--- src/rtl/exp_sum_accum_if.sv ---
// Score-in / normalised-sum-out handshake bundle for exp_sum_accum.
// master drives scores and out_ready; slave is the accumulator.
interface exp_sum_accum_if #(
  parameter int DATA_W  = 8,
  parameter int MAX_LEN = 16,
  parameter int ACC_W   = DATA_W + $clog2(MAX_LEN)
);
  logic                       in_valid;
  logic                       in_ready;
  logic [DATA_W-1:0]          in_data;
  logic                       in_last;
  logic                       out_valid;
  logic                       out_ready;
  logic [DATA_W-1:0]          out_mant;
  logic [$clog2(ACC_W)-1:0]   out_shift;
  logic [$clog2(MAX_LEN):0]   out_count;
  logic                       out_zero;
  logic                       out_ovf;

  modport master (
    output in_valid, in_data, in_last, out_ready,
    input  in_ready, out_valid, out_mant, out_shift, out_count, out_zero, out_ovf
  );

  modport slave (
    input  in_valid, in_data, in_last, out_ready,
    output in_ready, out_valid, out_mant, out_shift, out_count, out_zero, out_ovf
  );
endinterface

--- src/rtl/exp_sum_accum.sv ---
// Frame accumulator + left normaliser; result k+1 edges after closing element, held until out_ready.
// in_ready low outside ACC. `EXP_SUM_ROUND_EN` selects round-to-nearest mantissa (default truncate).
module exp_sum_accum #(
  parameter int DATA_W  = 8,
  parameter int MAX_LEN = 16,
  parameter int ACC_W   = DATA_W + $clog2(MAX_LEN)
) (
  input  logic           clk,
  input  logic           rst,
  exp_sum_accum_if.slave bus_io
);
  localparam int SH_W  = $clog2(ACC_W);
  localparam int CNT_W = $clog2(MAX_LEN) + 1;

  typedef enum logic [1:0] {S_ACC, S_NORM, S_OUT} state_t;

  state_t            state_q;
  logic [ACC_W-1:0]  acc_q;
  logic [SH_W-1:0]   shift_q;
  logic [CNT_W-1:0]  count_q;
  logic              ovf_q;
  logic              in_ready_q;
  logic              out_valid_q;
  logic [DATA_W-1:0] out_mant_q;
  logic [SH_W-1:0]   out_shift_q;
  logic [CNT_W-1:0]  out_count_q;
  logic              out_zero_q;
  logic              out_ovf_q;

  logic [ACC_W-1:0]  acc_d;
  logic [CNT_W-1:0]  count_d;
  logic              full_d;
  logic [DATA_W-1:0] mant_d;

  assign acc_d   = acc_q + ACC_W'(bus_io.in_data);
  assign count_d = count_q + CNT_W'(1);
  assign full_d  = (count_d == CNT_W'(MAX_LEN));

`ifdef EXP_SUM_ROUND_EN
  // One extra bit catches the 0xFF..+1 carry so it can saturate.
  logic [DATA_W:0] rnd_d;
  assign rnd_d  = {1'b0, acc_q[ACC_W-1 -: DATA_W]} + (DATA_W+1)'(acc_q[ACC_W-DATA_W-1]);
  assign mant_d = rnd_d[DATA_W] ? {DATA_W{1'b1}} : rnd_d[DATA_W-1:0];
`else
  assign mant_d = acc_q[ACC_W-1 -: DATA_W];
`endif

  always_ff @(posedge clk or posedge rst) begin
    if (rst) begin
      state_q     <= S_ACC;
      acc_q       <= '0;
      shift_q     <= '0;
      count_q     <= '0;
      ovf_q       <= 1'b0;
      in_ready_q  <= 1'b1;
      out_valid_q <= 1'b0;
      out_mant_q  <= '0;
      out_shift_q <= '0;
      out_count_q <= '0;
      out_zero_q  <= 1'b0;
      out_ovf_q   <= 1'b0;
    end else begin
      case (state_q)
        S_ACC: begin
          if (bus_io.in_valid) begin
            acc_q   <= acc_d;
            count_q <= count_d;
            if (bus_io.in_last || full_d) begin
              state_q    <= S_NORM;
              in_ready_q <= 1'b0;
              ovf_q      <= full_d && !bus_io.in_last;
            end
          end
        end
        S_NORM: begin
          if (acc_q == '0) begin
            state_q     <= S_OUT;
            out_valid_q <= 1'b1;
            out_mant_q  <= '0;
            out_shift_q <= '0;
            out_count_q <= count_q;
            out_zero_q  <= 1'b1;
            out_ovf_q   <= ovf_q;
          end else if (acc_q[ACC_W-1]) begin
            state_q     <= S_OUT;
            out_valid_q <= 1'b1;
            out_mant_q  <= mant_d;
            out_shift_q <= shift_q;
            out_count_q <= count_q;
            out_zero_q  <= 1'b0;
            out_ovf_q   <= ovf_q;
          end else begin
            acc_q   <= acc_q << 1;
            shift_q <= shift_q + SH_W'(1);
          end
        end
        S_OUT: begin
          if (bus_io.out_ready) begin
            state_q     <= S_ACC;
            acc_q       <= '0;
            shift_q     <= '0;
            count_q     <= '0;
            ovf_q       <= 1'b0;
            in_ready_q  <= 1'b1;
            out_valid_q <= 1'b0;
            out_mant_q  <= '0;
            out_shift_q <= '0;
            out_count_q <= '0;
            out_zero_q  <= 1'b0;
            out_ovf_q   <= 1'b0;
          end
        end
        default: state_q <= S_ACC;
      endcase
    end
  end

  assign bus_io.in_ready  = in_ready_q;
  assign bus_io.out_valid = out_valid_q;
  assign bus_io.out_mant  = out_mant_q;
  assign bus_io.out_shift = out_shift_q;
  assign bus_io.out_count = out_count_q;
  assign bus_io.out_zero  = out_zero_q;
  assign bus_io.out_ovf   = out_ovf_q;
endmodule

--- src/flat_wrapper.sv ---
// flat-port wrapper written by rule: the top's interface ports become plain ports
module exp_sum_accum_flat 
#(
  parameter int DATA_W  = 8,
  parameter int MAX_LEN = 16,
  parameter int ACC_W   = DATA_W + $clog2(MAX_LEN)
)
  (clk, rst, bus_io_in_valid, bus_io_in_data, bus_io_in_last, bus_io_out_ready, bus_io_in_ready, bus_io_out_valid, bus_io_out_mant, bus_io_out_shift, bus_io_out_count, bus_io_out_zero, bus_io_out_ovf);
  exp_sum_accum_if #(.DATA_W(DATA_W), .MAX_LEN(MAX_LEN), .ACC_W(ACC_W)) bus_io_i ();
  input  logic clk;
  input  logic rst;
  input wire logic [$bits(bus_io_i.in_valid)-1:0] bus_io_in_valid;
  input wire logic [$bits(bus_io_i.in_data)-1:0] bus_io_in_data;
  input wire logic [$bits(bus_io_i.in_last)-1:0] bus_io_in_last;
  input wire logic [$bits(bus_io_i.out_ready)-1:0] bus_io_out_ready;
  output wire logic [$bits(bus_io_i.in_ready)-1:0] bus_io_in_ready;
  output wire logic [$bits(bus_io_i.out_valid)-1:0] bus_io_out_valid;
  output wire logic [$bits(bus_io_i.out_mant)-1:0] bus_io_out_mant;
  output wire logic [$bits(bus_io_i.out_shift)-1:0] bus_io_out_shift;
  output wire logic [$bits(bus_io_i.out_count)-1:0] bus_io_out_count;
  output wire logic [$bits(bus_io_i.out_zero)-1:0] bus_io_out_zero;
  output wire logic [$bits(bus_io_i.out_ovf)-1:0] bus_io_out_ovf;
  assign bus_io_i.in_valid = bus_io_in_valid;
  assign bus_io_i.in_data = bus_io_in_data;
  assign bus_io_i.in_last = bus_io_in_last;
  assign bus_io_i.out_ready = bus_io_out_ready;
  assign bus_io_in_ready = bus_io_i.in_ready;
  assign bus_io_out_valid = bus_io_i.out_valid;
  assign bus_io_out_mant = bus_io_i.out_mant;
  assign bus_io_out_shift = bus_io_i.out_shift;
  assign bus_io_out_count = bus_io_i.out_count;
  assign bus_io_out_zero = bus_io_i.out_zero;
  assign bus_io_out_ovf = bus_io_i.out_ovf;
  exp_sum_accum #(.DATA_W(DATA_W), .MAX_LEN(MAX_LEN), .ACC_W(ACC_W)) u_core (.clk(clk), .rst(rst), .bus_io(bus_io_i));
endmodule
--- config.mk ---
export PLATFORM = sky130hd
export DESIGN_NAME = exp_sum_accum_flat
export DESIGN_NICKNAME = d
export VERILOG_FILES = /design/src/rtl/exp_sum_accum_if.sv /design/src/rtl/exp_sum_accum.sv /design/src/flat_wrapper.sv
export SDC_FILE = /design/constraint.sdc
export NUM_CORES = 1
export LEC_CHECK = 0
export CAP_MARGIN = 30
export CORE_ASPECT_RATIO = 0.5
export CORE_MARGIN = 2
export CORE_UTILIZATION = 38
export CTS_BUF_LIST = sky130_fd_sc_hd__clkbuf_2 sky130_fd_sc_hd__clkbuf_4 sky130_fd_sc_hd__clkbuf_8
export DETAILED_ROUTE_END_ITERATION = 16
export SYNTH_ARGS = -nofsm -noshare
export SYNTH_HDL_FRONTEND = slang
export SYNTH_SLANG_ARGS = --single-unit
--- constraint.sdc ---
create_clock -name clk -period 2.9 [get_ports clk]
set_input_delay 0.87 -clock clk [delete_from_list [all_inputs] [get_ports clk]]
set_output_delay 0.87 -clock clk [all_outputs]
set_load 0.02 [all_outputs]
==> run_1/layer_met2.png <==
Scale: 4 px per um.
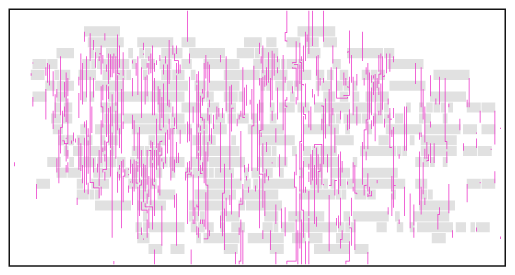
300 nets have wire on it. The wires run mostly vertical.
final wirelength: 6.31 mm
Via Count: 2,327
met2 Use GR: 26.9%

==> run_1/detail.png <==
Window x 83 to 103, y 38 to 58 um. Cells in grey, sequential cells in the stronger grey; small squares are vias.
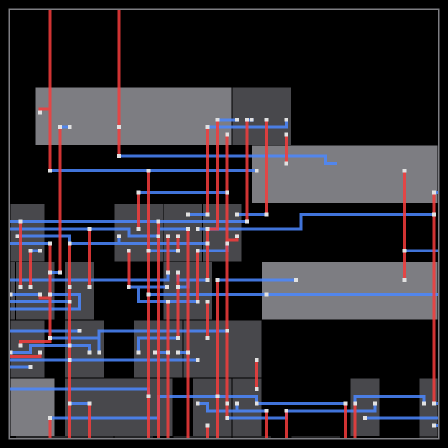
Key: metal 2 = red; metal 1 = blue
Sequential cells in the window: 3. Netlist names of flops here include `u_core.count_q` (3). 20 logic cells have their middle in the window.

==> run_1/wires.png <==
Scale: 6 px per um. Only two layers are drawn.
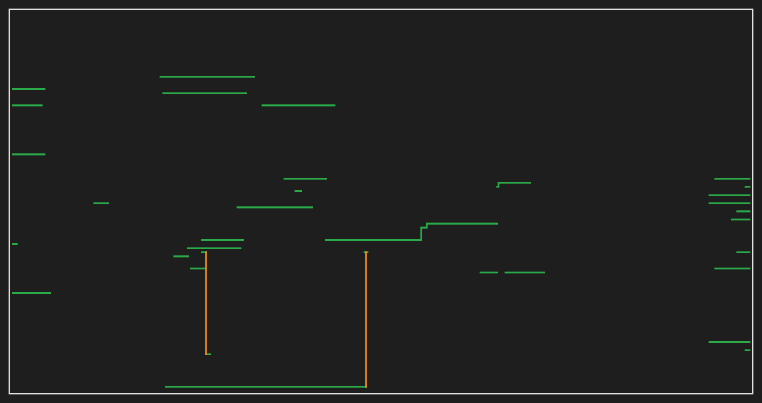
Key: metal 4 = orange [wire length 39.4 um]; metal 3 = green [wire length 228 um]
Avg WL per Cell: 14.4 um
total track usage: 16.9%

==> run 1: timing repair <==
action,in CTS,in global routing
setup endpoints to repair,1,2
pin swaps,0,2
setup buffers,0,1
gates resized,1,4
==> run 1: report_power, final <==
group          leakage, nW  switching (mW)  internal (mW)  total (mW)
sequential           0.560           0.261          0.908        1.17
clock               0.0574           0.222          0.280       0.502
combinational        0.853            1.41           1.08        2.48
total                 1.47            1.89           2.27        4.16
==> run 1: cells by family (layout without fill, tap and decap cells) <==
family | Yosys count | count (layout)
adder cells (fa/ha/maj) | 14 | 14
XOR/XNOR | 1 | 1
multiplexers | 9 | 9
flip-flops | 45 | 45
buffers and inverters | 32 | 76
AND-OR/OR-AND | 93 | 93
AND/OR/NAND/NOR | 109 | 109
==> run 1: routing by layer <==
layer | share of wire [%] | wire length, um | up-vias | track usage, %
li1 | - | - | 1167 | -
met1 | 50 | 3180 | 1104 | 23.9
met2 | 45 | 2860 | 52 | 26.9
met3 | 3.6 | 227 | 4 | 3.48
met4 | 0.62 | 39 | 0 | 3.27
met5 | 0 | 0 | - | 0
==> run 1: registers in the layout, summed over array words and instances, names as in the netlist <==
register                 cells
u_core.shift_q               4
u_core.acc_q                12
u_core.bus_io.out_ovf        1
u_core.ovf_q                 1
u_core.state_q               2
u_core.bus_io.out_valid      1
u_core.bus_io.out_shift      4
u_core.bus_io.out_count      5
u_core.bus_io.in_ready       1
u_core.count_q               5
u_core.bus_io.out_zero       1
u_core.bus_io.out_mant       8
==> run 1: placed cells by master (no fill, tap or decap), drive strengths merged, types with 2 or more instances in the layout <==
| master | synthesis | layout |
|---|---|---|
| nand2 | 53 | 53 |
| dfrtp | 44 | 44 |
| o21ai | 34 | 34 |
| clkdlybuf4s50 | 0 | 33 |
| nor2 | 18 | 18 |
| buf | 7 | 18 |
| inv | 16 | 15 |
| a21oi | 14 | 14 |
| ha | 13 | 13 |
| nand2b | 8 | 8 |
| nand3 | 7 | 7 |
| mux2i | 7 | 7 |
| o31ai | 7 | 7 |
| a31oi | 6 | 6 |
| clkbuf | 8 | 6 |
| a211oi | 6 | 6 |
| nor3 | 5 | 5 |
| and3 | 3 | 3 |
| a21o | 3 | 3 |
| or4 | 3 | 3 |
| clkinv | 1 | 2 |
| o211ai | 2 | 2 |
| nor4 | 2 | 2 |
| o2bb2ai | 2 | 2 |
| nor2b | 2 | 2 |
| o22a | 2 | 2 |
| o31a | 2 | 2 |
| o221ai | 2 | 2 |
| mux2 | 2 | 2 |
==> run 1: worst max-delay path by stage <==
stage / cells after the start / from / to
floorplan: 8 / bus_io_in_data[0] / u_core.acc_q[6]
global placement: 9 / bus_io_in_data[0] / u_core.acc_q[6]
detailed placement: 9 / bus_io_in_data[0] / u_core.acc_q[6]
CTS: 9 / bus_io_in_data[0] / u_core.acc_q[6]
global route: 9 / bus_io_in_data[0] / u_core.acc_q[6]
finish: 9 / bus_io_in_data[0] / u_core.acc_q[6]
==> run 1: worst max-delay path, stage by stage <==
cell and delay (ns):
clkdlybuf4s50_1 0.47, ha_2 0.18, inv_1 0.05, fa_2 0.34, nand2b_4 0.16, a211oi_4 0.28
nor3_1 0.08, or3b_2 0.43, a31oi_1 0.18
==> impl_metrics.csv, run 1 <==
group,metric,value,unit
power,p_per_area,1240,nW/um^2
final_timing,worst_pin_slew,0.608,ns
placement,hpwl,4.61,mm
floorplan,coreArea,6810,sq um
final_timing,slew_violations,0,
final_layout,drive_above_1_share,12.7,%
final_layout,area_growth,23.2,%
global_routing,grt_pass1_vias,2220,
final_timing,period_minus_slack,2.85,ns
run,warnings,28,
global_routing,overflow,0,
final_timing,rsz0062_at_grt,"no",
clock_network,cts_sinks,45,
worst_setup_path,arrival,3.06,ns
clock_network,cts_buffers,5,
final_layout,area_dominant_class,"combinational gates",
final_layout,comb_area,1460,sq um
final_layout,n_fill_cell,669,
final_layout,fin_util,49.3,%
final_layout,final-clk-cell-share,3.58,%
final_timing,final.setup.worst_slack,0.0540,ns
clock_network,holdBufCountCts,0,
logic_synthesis,ff_type,"dfrtp_1",
final_layout,logic_gates,226,
floorplan,nWellTaps,92,
worst_setup_path,r2r_end,"u_core.bus_io.out_zero",
global_routing,antenna_found_initial,0,
placement,place_congestion,0.852,
hold_path,hp-class,"flip-flop to flip-flop",
global_routing,grt_max_degree,46,
final_timing,slew_headroom,59.4,%
final_timing,hold_viol,0,
logic_synthesis,ys_warn_count,0,
hold_path,worstHoldPathCells,1,
final_layout,instances_no_fill,439,
logic_synthesis,synthCells,303,
logic_synthesis,ys_async_sr_fraction,100,%
final_layout,final-nonclk-buf-share,13.9,%
logic_synthesis,simple_gate_area_share,19.5,%
placement,placed_cells_incl_taps,430,
floorplan,ios,34,
logic_synthesis,synth-compound-area-share,22.5,%
logic_synthesis,ys_cells,303,
logic_synthesis,synthTopLogicFamily,"AND-OR/OR-AND gates",
outcome,status,"finished clean",
placement,dp_slack,-0.397,ns
final_timing,fin_worst_skew,0.00931,ns
final_layout,layout.nets,373,
final_layout,flops,45,
detailed_routing,drtPass1Iterations,4,
detailed_routing,route.detailed.drc,0,
logic_synthesis,xor_share,0.322,%
clock_network,clock_latency,0.30,ns
clock_network,htreeDepth,2,
floorplan,chipArea,7890,sq um
worst_setup_path,end_kind,"flip-flop",
final_layout,sh_seq_area,33.6,%
clock_network,cts_tree,"yes",
power,finalPower,4.16,mW
worst_setup_path,cp_max_fo,3,
floorplan,row_count,21,
power,p_leak,1.47,nW
final_timing,fmax,0.351,GHz
worst_setup_path,reg2reg_slack,0.62,ns
logic_synthesis,synth_top_area_share,40.5,%
logic_synthesis,ys_area,2720,sq um
logic_synthesis,avgSynthCellArea,8.98,sq um
detailed_routing,first_iter_violations,101,
final_layout,clockBufferCount,6,
logic_synthesis,largest_area_cell,"dfrtp_1",
worst_setup_path,r2r_start,"u_core.acc_q[1]",
worst_setup_path,rr_worst_depth,5,
logic_synthesis,synth_top_cell_by_count,"nand2_1",
floorplan,die_h,63.8,um
clock_network,clk_path_buf_depth,2,
clock_network,clockRootBuffer,"clkbuf_8",
detailed_routing,detail-route-antenna-nets,0,
floorplan,die.size.x,124,um
final_layout,nNonClkBuffers,51,
final_layout,sh_comb_area,43.6,%
clock_network,clk_pin_slew,0.08,ns
logic_synthesis,ys_seq_share,41.4,%
hold_path,hold-path-endpoint,"u_core.bus_io.out_zero",
final_layout,ff_latch_area,1130,sq um
final_layout,design_area,3350,sq um
final_layout,inv_count,17,
final_timing,finalSetupViolations,0,
logic_synthesis,synthTopCellsByCount,"53 x nand2_1, 44 x dfrtp_1, 18 x nor2_1, 18 x o21ai_0",
detailed_routing,viasPerCell,5.30,
final_timing,final.setup.tns,0,ns
logic_synthesis,top_cells_by_area,"dfrtp_1 40%, nand2_1 7.3%, ha_1 6.0%",
placement,dpl_cell_area,3200,sq um
placement,portBuffers,33,
floorplan,fp_util,40.0,%
final_timing,period_used_share,98.1,%
logic_synthesis,mux_share,3.54,%
worst_setup_path,cp-start-kind,"input pin",
logic_synthesis,ys_types,62,
logic_synthesis,synth_area,2720,sq um
logic_synthesis,syn_nets,330,
hold_path,min_from,"u_core.bus_io.out_zero",
power,ir_worst_vdd,0.331,mV
global_routing,grt_pass1_wl,10.6,mm
final_layout,diodes,0,
logic_synthesis,ys_ff,45,
worst_setup_path,critPathRequiredTime,3.11,ns
worst_setup_path,critPathKind,"input pin to flip-flop",
final_timing,whs,0.481,ns
logic_synthesis,synth-edff-count,0,
logic_synthesis,adder_share,6.72,%
run,cap_violations,0,
==> run 1 -> run 2 <==
ABC_CLOCK_PERIOD_IN_PS = 2900   (was unset)
CORE_UTILIZATION = 35   (was 38)
==> run_2/layer_met2.png <==
Scale: 4 px per um.
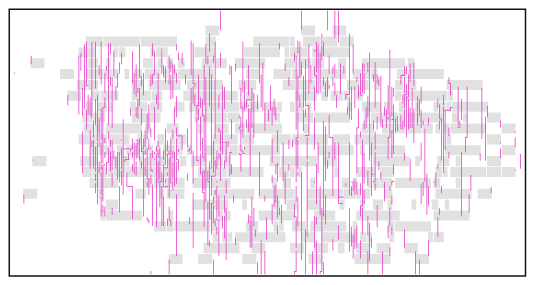
The layer carries 2,920 um of wire. The longest straight run is 30.9 um. The wires run mostly vertical. 312 nets have wire on it.
final wirelength: 6.34 mm
met2 Use GR: 27.1%

==> run_2/wires.png <==
Scale: 6 px per um. Only two layers are drawn.
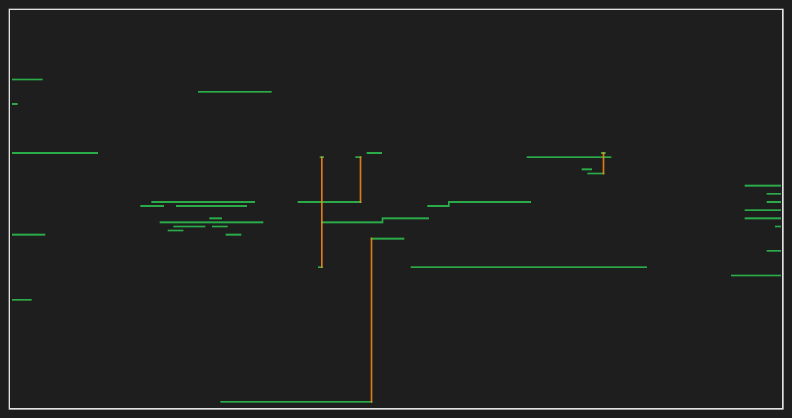
Key: metal 3 = green [wire length 272 um]; metal 4 = orange [wire length 56.4 um]
Via Count: 2,360
total track usage: 16.0%
Avg WL per Cell: 14.3 um

==> run 2 against run 1 <==
Against the previous run: combinational power about the same; core utilization is 4.1 points lower; critical path depth is the same; global-route usage shrank 0.83 points; critical path type unchanged; count of clock-buffer cells in the layout fell by 1; cell count grew 0.68%; cell area about the same; critical endpoint unchanged.
==> impl_metrics.csv, run 2 <==
group,metric,value,unit
placement,portBuffers,33,
power,ir_worst_vdd,0.330,mV
run,cap_violations,0,
final_timing,fmax,0.355,GHz
worst_setup_path,end_kind,"flip-flop",
floorplan,chipArea,8540,sq um
final_timing,final.setup.tns,0,ns
clock_network,cts_sinks,45,
worst_setup_path,worstPathCellList,"clkdlybuf4s50_1 -> ha_2 -> inv_1 -> fa_2 -> nand2b_4 -> a211oi_4 -> nor3_1 -> or3b_2 -> a31oi_1",
logic_synthesis,ff_type,"dfrtp_1",
final_layout,mostFrequentLayoutCells,"53 x nand2_1, 44 x dfrtp_1, 33 x clkdlybuf4s50_1",
logic_synthesis,ys_ff,45,
worst_setup_path,arrival,3.04,ns
floorplan,coreArea,7430,sq um
logic_synthesis,avgSynthCellArea,8.98,sq um
run,warnings,28,
final_layout,layout.nets,372,
final_timing,period_used_share,97.0,%
final_timing,fin_worst_skew,0.00722,ns
hold_path,min_from,"u_core.bus_io.out_mant[2]",
placement,place_congestion,0.847,
floorplan,row_count,22,
worst_setup_path,cp_top_family,"simple AND/OR/NAND/NOR gates",
logic_synthesis,ys_async_sr_fraction,100,%
logic_synthesis,ys_warn_count,0,
placement,placed_cells_incl_taps,433,
global_routing,grt_pass1_vias,2375,
clock_network,holdBufCountCts,0,
outcome,status,"finished clean",
hold_path,hp-class,"flip-flop to flip-flop",
final_layout,instances_no_fill,442,
floorplan,ios,34,
logic_synthesis,synthCells,303,
final_layout,drive_above_1_share,13.0,%
final_layout,area_growth,23.3,%
power,p_per_area,1230,nW/um^2
placement,hpwl,4.63,mm
clock_network,clk_pin_slew,0.09,ns
worst_setup_path,critPathMaxStageDelay,0.46,ns
final_timing,worst_pin_slew,0.702,ns
worst_setup_path,critPathKind,"input pin to flip-flop",
worst_setup_path,path_buffers,2,
final_layout,top_register,"u_core.acc_q",
power,p_leak,1.46,nW
clock_network,clk_path_buf_depth,2,
clock_network,htreeDepth,2,
final_timing,rsz0062_at_grt,"no",
final_layout,n_fill_cell,730,
logic_synthesis,synth-edff-count,0,
clock_network,clock_latency,0.30,ns
worst_setup_path,crit_slowest_cell,"clkdlybuf4s50_1",
logic_synthesis,synth_top_cell_by_count,"nand2_1",
final_layout,largest_reg_flops,12,
worst_setup_path,critPathRequiredTime,3.13,ns
clock_network,cts_tree,"yes",
logic_synthesis,ys_cells,303,
global_routing,overflow,0,
global_routing,grt_max_degree,46,
detailed_routing,first_iter_violations,150,
worst_setup_path,crit_start,"bus_io_in_data[0]",
detailed_routing,viasPerCell,5.34,
detailed_routing,detail-route-antenna-nets,0,
logic_synthesis,syn_nets,330,
global_routing,antenna_found_initial,0,
logic_synthesis,synthTopCellsByCount,"53 x nand2_1, 44 x dfrtp_1, 18 x nor2_1, 18 x o21ai_0",
clock_network,cts_buffers,5,
floorplan,fp_util,36.6,%
logic_synthesis,ys_area,2720,sq um
logic_synthesis,top_cells_by_area,"dfrtp_1 40%, nand2_1 7.3%, ha_1 6.0%",
floorplan,die_h,66.3,um
worst_setup_path,r2r_start,"u_core.acc_q[5]",
placement,dp_slack,-0.316,ns
worst_setup_path,cp_max_fo,3,
global_routing,grt_pass1_wl,11.0,mm
logic_synthesis,ys_seq_share,41.4,%
logic_synthesis,ys_types,62,
final_layout,diodes,0,
logic_synthesis,synth_area,2720,sq um
logic_synthesis,largest_area_cell,"dfrtp_1",
detailed_routing,route.detailed.drc,0,
final_timing,period_minus_slack,2.81,ns
logic_synthesis,synth_top_area_share,40.5,%
final_layout,layout_top_cell,"nand2_1",
final_timing,hold_viol,0,
floorplan,die.size.x,129,um
final_timing,final.setup.worst_slack,0.0865,ns
detailed_routing,drtPass1Iterations,4,
final_timing,finalSetupViolations,0,
clock_network,clockRootBuffer,"clkbuf_8",
final_timing,slew_headroom,53.2,%
final_timing,slew_violations,0,
worst_setup_path,cp-start-kind,"input pin",
## run 2: final timing paths
kind | to | slack (ns) | cells past startpoint
worst min register to register | u_core.bus_io.out_mant[2] | 0.49 | 2
worst max register to register | u_core.bus_io.out_mant[4] | 0.54 | 5
worst min-delay path | u_core.bus_io.out_mant[2] | 0.49 | 2
max in group asynchronous | u_core.acc_q[6] | 1.49 | 3
min in group asynchronous | u_core.bus_io.out_count[1] | 1.01 | 3
worst max-delay path | u_core.acc_q[6] | 0.09 | 9
## run 2: cell type report
class / instances / area [sq um] / area share, %
Multi-Input combinational cell: 226 / 1470 / 43.8
Timing Repair Buffer: 50 / 458 / 13.7
Tap cell: 96 / 120 / 3.58
Sequential cell: 45 / 1130 / 33.6
Inverter: 17 / 63.8 / 1.90
Clock inverter: 3 / 46.3 / 1.38
Clock buffer: 5 / 68.8 / 2.05
## run 2: kinds of logic (layout without fill, tap and decap cells)
logic type	after synthesis	after routing	share of synthesized area (%)
AND-OR/OR-AND	93	93	22.5
XOR/XNOR	1	1	0.322
adder cells (fa/ha/maj)	14	14	6.72
buffers and inverters	32	75	5.93
flip-flops	45	45	41.4
multiplexers	9	9	3.54
AND/OR/NAND/NOR	109	109	19.5
## run 2: repair_timing
action	in CTS	in global routing
pin swaps	0	2
endpoints found under the setup margin	1	2
endpoints found under the hold margin	0	0
setup buffers	0	1
resized	1	6
## run 2: worst min-delay path, delay by kind of cell, from the launching register on
family	cells	cell delay [ns]
AOI/OAI and AO/OA	1	0.06
and+or+nand+nor	1	0.05
DFF	1	0.35
## run 2: layer usage
metal	vias to the layer above	track usage, %	wire (um)	part of all wire (%)
met3	9	2.91	272	4.3
met1	1131	21.3	3090	49
li1	1165	-	-	-
met4	0	4.48	56	0.88
met2	55	27.1	2920	46
met5	-	0	0	0
## run 2: stage by stage
stage | power [mW] | hold WS [ns] | util (%) | area (sq um)
floorplan | 2.93 | 0.469 | - | 2720
CTS | 4.11 | 0.496 | 44.6 | 3320
detailed placement | 3.60 | 0.475 | 43.0 | 3200
global route | 4.52 | 0.521 | 45.1 | 3350
finish | 4.13 | 0.490 | 45.1 | 3350
global placement | 3.52 | 0.470 | 43.0 | 3200
## run 2: report_power, final
group | switching [mW] | internal (mW) | leakage [nW]
clock network | 0.234 | 0.258 | 0.0543
registers | 0.257 | 0.908 | 0.560
logic | 1.40 | 1.07 | 0.850
total | 1.90 | 2.23 | 1.46
==> run 2 -> run 3 <==
GPL_TIMING_DRIVEN = 0   (was unset)
PLACE_DENSITY = 0.65   (was unset)
==> run_3/clocks.png <==
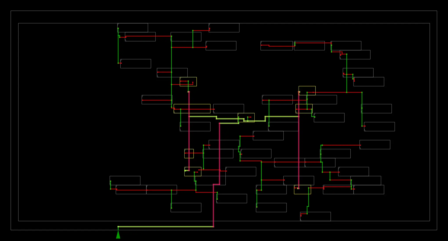
# clk buffers: 6
Sinks on Clock Net: 45
Power Clock: 503 uW
num sequential: 45
Clk Latency, worst-skew pair: 0.31 ns

==> run_3/layer_met2.png <==
Scale: 4 px per um.
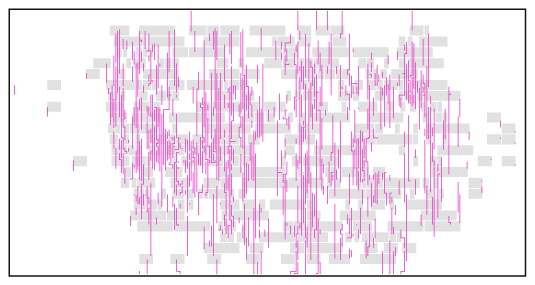
The longest straight run is 30.4 um. The layer holds 46% of the routed length. The wires run mostly vertical.
Via Count: 2,386
met2 Use GR: 27.6%

==> run 3 against run 2 <==
Against the previous run: total power increased by 2.7%; via count increased by 1.1%; non-clock buffer count unchanged; first-iteration DRC count increased by 26%; clock power increased by 2%; setup slack improved by 0.10 ns; combinational power increased by 4%; count of clock-buffer cells in the layout increased by 1; synthesized area unchanged; critical path type unchanged; highest routed layer unchanged.
==> impl_metrics.csv, run 3 <==
group,metric,value,unit
logic_synthesis,top_cells_by_area,"dfrtp_1 40%, nand2_1 7.3%, ha_1 6.0%",
final_layout,mostFrequentLayoutCells,"53 x nand2_1, 44 x dfrtp_1, 32 x clkdlybuf4s50_1",
outcome,status,"finished clean",
clock_network,htreeDepth,2,
floorplan,ios,34,
power,p_per_area,1260,nW/um^2
power,ir_worst_vdd,0.321,mV
final_layout,fin_util,45.2,%
floorplan,chipArea,8540,sq um
final_timing,fmax,0.369,GHz
final_layout,layout_top_cell,"nand2_1",
logic_synthesis,synthCells,303,
worst_setup_path,crit_cells,7,
hold_path,worstHoldPathCells,1,
worst_setup_path,r2r_start,"u_core.acc_q[1]",
clock_network,cts_tree,"yes",
power,p_leak,1.46,nW
final_layout,largest_reg_flops,12,
global_routing,grt_pass1_wl,11.2,mm
worst_setup_path,cp-start-kind,"input pin",
run,warnings,28,
floorplan,die.size.x,129,um
final_timing,slew_violations,0,
power,pwr-share-comb,60.8,%
worst_setup_path,path_buffers,1,
clock_network,cts_buffers,5,
detailed_routing,wl_per_cell,15.3,um
logic_synthesis,ys_seq_share,41.4,%
floorplan,fp_util,36.6,%
detailed_routing,route.detailed.drc,0,
floorplan,die_h,66.3,um
worst_setup_path,reg2reg_slack,0.64,ns
final_timing,finalSetupViolations,0,
detailed_routing,drtPass1Iterations,4,
power,intPower,2.27,mW
logic_synthesis,synth_top_area_share,40.5,%
final_layout,ff_latch_area,1130,sq um
logic_synthesis,synth-edff-count,0,
final_layout,area_growth,23.6,%
global_routing,track_usage,16.7,%
logic_synthesis,avgSynthCellArea,8.98,sq um
final_layout,comb_area,1470,sq um
logic_synthesis,ys_async_sr_fraction,100,%
logic_synthesis,synth_top_cell_by_count,"nand2_1",
floorplan,coreArea,7430,sq um
run,cap_violations,0,
worst_setup_path,cp_top_family,"AND-OR/OR-AND gates",
worst_setup_path,critPathMaxStageDelay,0.43,ns
logic_synthesis,ys_ff,45,
worst_setup_path,end_kind,"flip-flop",
power,finalPower,4.24,mW
clock_network,clk_path_buf_depth,2,
worst_setup_path,cp_max_fo,4,
final_timing,worst_pin_slew,0.564,ns
global_routing,grt_max_degree,37,
final_layout,drive_above_1_share,10.4,%
final_timing,period_used_share,93.6,%
power,pwr-share-seq,27.4,%
worst_setup_path,critPathKind,"input pin to flip-flop",
placement,hpwl,4.83,mm
final_layout,n_fill_cell,704,
detailed_routing,viasPerCell,5.40,
final_layout,top_register,"u_core.acc_q",
logic_synthesis,ys_warn_count,0,
final_layout,design_area,3360,sq um
worst_setup_path,crit_slowest_cell,"clkdlybuf4s50_1",
final_timing,slew_headroom,62.4,%
worst_setup_path,crit_start,"bus_io_in_data[1]",
global_routing,grt_pass1_vias,2336,
logic_synthesis,ys_types,62,
final_timing,whs,0.490,ns
global_routing,antenna_found_initial,0,
placement,portBuffers,33,
logic_synthesis,synth_area,2720,sq um
logic_synthesis,ys_area,2720,sq um
placement,place_congestion,0.871,
power,pwr-share-clk,11.9,%
detailed_routing,first_iter_violations,189,
power,p_sw,1.97,mW
final_timing,rsz0062_at_grt,"no",
logic_synthesis,ff_type,"dfrtp_1",
hold_path,hp-class,"flip-flop to flip-flop",
final_timing,period_minus_slack,2.71,ns
global_routing,overflow,0,
worst_setup_path,rr_worst_depth,7,
final_timing,fin_worst_skew,0.00968,ns
worst_setup_path,cp-endpoint,"u_core.acc_q[9]",
clock_network,clockRootBuffer,"clkbuf_8",
logic_synthesis,synthTopCellsByCount,"53 x nand2_1, 44 x dfrtp_1, 18 x nor2_1, 18 x o21ai_0",
detailed_routing,wl,6.74,mm
final_layout,layout.nets,372,
## run 3: kinds of logic (layout without fill, tap and decap cells)
kind of cell,count (synthesis),in the layout,synth area share [%]
compound gates,93,93,22.5
xor+xnor,1,1,0.322
fa+ha+maj,14,14,6.72
buf+inv,32,75,5.93
flops,45,45,41.4
mux,9,9,3.54
simple gates,109,109,19.5
## run 3: timing repair
| item | 4_1_cts | 5_1_grt |
|---|---|---|
| setup endpoints to repair | 1 | 4 |
| setup buffers | 1 | 0 |
| resized | 3 | 6 |
| endpoints found under the hold margin | 0 | 0 |
| pin swaps | 1 | 1 |
| hold buffers | 0 | 0 |
## run 3: per-stage QoR
step / setup TNS, ns / worst slack [ns] / instances
final: 0 / 0.186 / 442
after CTS: 0 / 0.0192 / 442
after floorplan: 0 / 0.272 / 303
after global routing: 0 / 0.0421 / 442
after global placement: -1.07 / -0.405 / 432
after detailed placement: -1.43 / -0.461 / 433
## run 3: worst min path at each step
stage	slack (ns)	startpoint	endpoint
6_report	0.49	u_core.bus_io.out_zero	u_core.bus_io.out_zero
3_5_place_dp	0.48	u_core.bus_io.out_zero	u_core.bus_io.out_zero
5_1_grt	0.51	u_core.bus_io.out_zero	u_core.bus_io.out_zero
2_1_floorplan	0.47	u_core.shift_q[3]	u_core.shift_q[3]
3_3_place_gp	0.46	u_core.bus_io.out_zero	u_core.bus_io.out_zero
4_1_cts	0.50	u_core.bus_io.out_zero	u_core.bus_io.out_zero
## run 3: worst reg2reg max path, cell delays in order (launching register included)
cell,delay (ns)
dfrtp_1,0.45
or4_4,0.59
nor3_2,0.40
o21bai_1,0.15
buf_4,0.20
buf_2,0.19
nand2_1,0.10
o31ai_1,0.07
## run 3: per-layer routing
layer,wire [um],share of wire (%),up-vias,track usage (%)
met1,3180,47,1142,21.4
met4,124,1.8,0,7.61
met2,3100,46,63,27.6
met3,336,5.0,14,3.32
met5,0,0,-,0
li1,-,-,1167,-
## run 3: area by class of cell
cell class                      count  share of cell area (%)
Multi-Input combinational cell    226                    43.8
Sequential cell                    45                    33.5
Timing Repair Buffer               35                    10.7
Tap cell                           96                    3.57
Buffer                             15                    2.90
Clock buffer                        6                    2.46
Inverter                           17                    1.90
Clock inverter                      2                    1.12
## run 3: power groups by stage
stage / Sequential, mW / Clock, mW / Combinational, mW
2_1_floorplan: 1.24 / 0 / 1.69
3_3_place_gp: 1.16 / 0 / 2.41
3_5_place_dp: 1.17 / 0 / 2.49
4_1_cts: 1.16 / 0.513 / 2.52
5_1_grt: 1.20 / 0.544 / 2.84
6_report: 1.16 / 0.503 / 2.58
Power and IR drop assume default switching activity.
